**Run 1: clock wiring as the flow saved it**

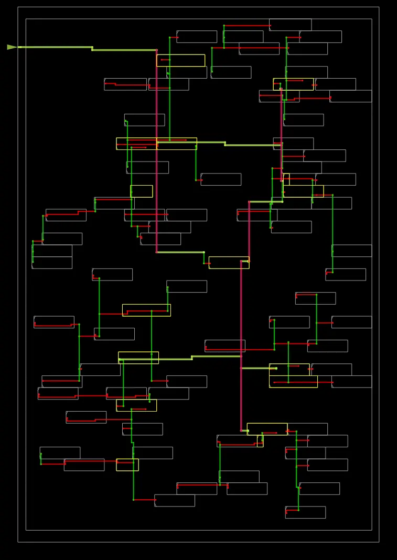
**Run 1: wiring by layer**

The bar under the picture is 20 µm long.
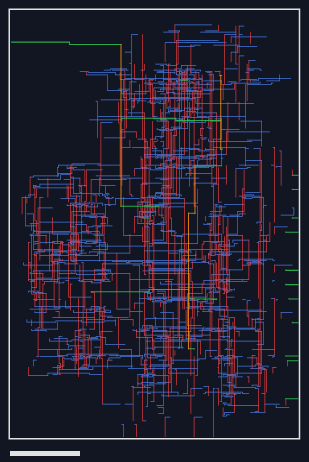
**Run 1: register map, names as in the netlist**

The bar under the picture is 20 µm long.
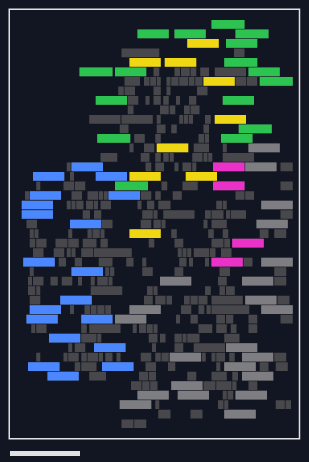
==> config.mk <==
export PLATFORM = sky130hd
export DESIGN_NAME = reaction_timer_ctrl
export DESIGN_NICKNAME = d
export VERILOG_FILES = /design/src/rtl/reaction_timer_ctrl.sv
export SDC_FILE = /design/constraint.sdc
export NUM_CORES = 1
export LEC_CHECK = 0
export CORE_ASPECT_RATIO = 1.5
export CORE_MARGIN = 1.5
export CORE_UTILIZATION = 35
export CTS_CLUSTER_DIAMETER = 50
export DETAILED_ROUTE_END_ITERATION = 12
export PLACE_DENSITY_LB_ADDON = 0.15
export SLEW_MARGIN = 15
export SYNTH_ARGS = -nofsm -noshare
export SYNTH_HDL_FRONTEND = slang
export SYNTH_SLANG_ARGS = --single-unit
==> constraint.sdc <==
create_clock -name clk50M -period 6.8 [get_ports clk50M]
set_input_delay 1.02 -clock clk50M [delete_from_list [all_inputs] [get_ports clk50M]]
set_output_delay 1.02 -clock clk50M [all_outputs]
set_load 0.05 [all_outputs]
==> results.ini, run 1 <==
[final_timing]
period_used_share = 0.443
relSlewSlack = 0.399
hold_slack_ns = 0.351
grt_setup_unrepaired = no

[synthesis]
syn_inst = 324
simple_gate_share = 0.217
area_leaders = dfrtp_1 47%, dfstp_2 6.3%, nor2_1 3.7%, xor2_1 3.7%, nand2_1 3.0%
yosysTopAreaCell = dfrtp_1
yosys_area_um2 = 3330
ys.flops = 70

[floorplanning]
dieWidth_um = 82.6
core.rowCount = 43

[clock_network]
htree_num_levels = 3

[layout]
post-route-util = 0.427
diodes = 0
largest_register_ffs = 19
fin_nets = 355

[status]
status = complete, no violations

[job]
drv_cap = 0

[worst_setup_path]
cpPeakStageDelay_ns = 0.70

[global_route]
busiest_layer = met2
use_met1 = 0.204
grt_usage = 0.161

[pwr]
power_leader = the clock network

[worst_hold_path]
hold_path_class = reg -> reg

[drt]
wl_met1_um = 3200

[place]
portBuffers = 16

Back to the opening pictures, 'clock wiring as the flow saved it':
total CTS buffers: 9
clkbuf count: 13
clock sinks: 70

Back to the opening pictures, 'wiring by layer':
| colour | layer | wire length |
|---|---|---|
| green | M3 | 153 µm |
| blue | M1 | 3200 µm |
| red | M2 | 3530 µm |
| orange | M4 | 120 µm |
DR WL/cell: 15.2 µm
final WL: 7000 µm
via count: 2452

Back to the opening pictures, 'register map, names as in the netlist':
| colour | netlist name | sequential cells |
|---|---|---|
| magenta | `tens` | 4 |
| yellow | `wait_cnt` | 9 |
| blue | `presc` | 19 |
| green | `lfsr` | 16 |
Sequential Area: 1760 µm²
Seq/total area: 0.446

**Run 1: cell sizes after repair**

The bar under the picture is 20 µm long.
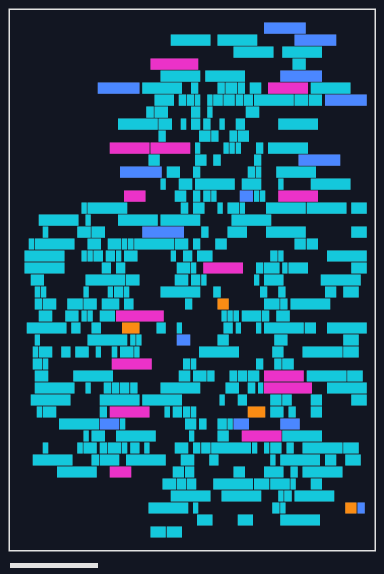

==> inputs of run 2 (changes only) <==
==> constraint.sdc (replaced) <==
create_clock -name clk50M -period 2.46 [get_ports clk50M]
set_input_delay 0.369 -clock clk50M [delete_from_list [all_inputs] [get_ports clk50M]]
set_output_delay 0.369 -clock clk50M [all_outputs]
set_load 0.05 [all_outputs]
**Run 2: cell sizes after repair**

The bar under the picture is 20 µm long.
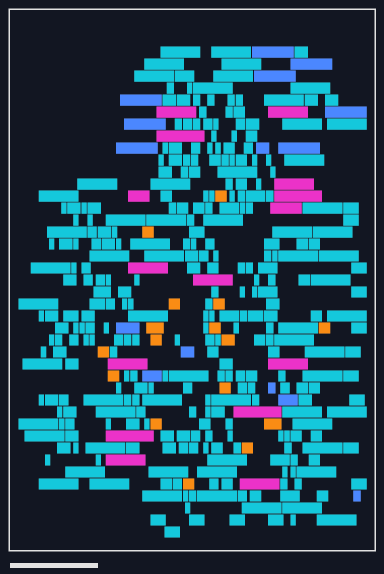
| colour | size | cells | share |
|---|---|---|---|
| orange | x3 and x4 | 16 | 4.5% |
| magenta | x6 and larger | 15 | 4.2% |
| cyan | x1 and smaller | 313 | 87% |
| blue | x2 | 15 | 4.2% |
area growth from synthesis to layout: 22.2%
PnR worst setup slack: 0.108 ns
number of non-clock buffers: 29
fin area: 4060 µm²

==> run 2 against run 1 <==
Critical path depth increased by 3. Sequential power went up to 2.8 times the previous value. Final area rose by 2.9%. Synthesized cell count did not move. Clock skew up 0.0018 ns. Area after synthesis unchanged. Register-to-register slack worse by 4.0 ns. Setup slack lost 3.7 ns. Worst hold slack worse by 0.20 ns. Sequential share of layout area shrank 1.3 points. Largest cell class unchanged. Highest routed layer unchanged.
==> results.ini, run 2 <==
[floorplanning]
core.rowCount = 43
fp_util = 0.360
dieWidth_um = 82.6

[global_route]
busiest_layer = met2
antenna_found_initial = 0
use_met1 = 0.195
grt_usage = 0.164

[synthesis]
ys.flops = 70
area_leaders = dfrtp_1 47%, dfstp_2 6.3%, nor2_1 3.7%, xor2_1 3.7%, nand2_1 3.0%
syn_inst = 324
yosysTopAreaCell = dfrtp_1
yosys_area_um2 = 3330

[pwr]
power_leader = the clock network
power_density_nw_per_um2 = 991

[job]
drv_cap = 0

[worst_setup_path]
cpPeakStageDelay_ns = 0.52
path_delay_family = simple AND/OR/NAND/NOR gates
regToRegSetupSlack_ns = 0.11

[drt]
wl_met1_um = 3150

[final_timing]
hold_slack_ns = 0.155
period_used_share = 0.956
relSlewSlack = 0.416

[status]
status = complete, no violations

[layout]
largest_register_ffs = 19
diodes = 0
seq_share = 0.433
fin_nets = 366
regArea_um2 = 1760

[clock_network]
clkSinkCount = 70
htree_num_levels = 3

**Run 2: port wiring**

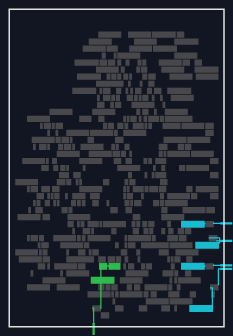
| colour | port | bits | direction | edge | end cells | buffers | wire |
|---|---|---|---|---|---|---|---|
| cyan | `x` | 4 | output | east | 4 | 4 | 34.7 µm |
| green | `react_btn` | 1 | input | south | 4 | 1 | 33.2 µm |
port bufs: 16
Top Ports: 17

Power figures rest on the tool's default switching activity, not on a simulated workload.
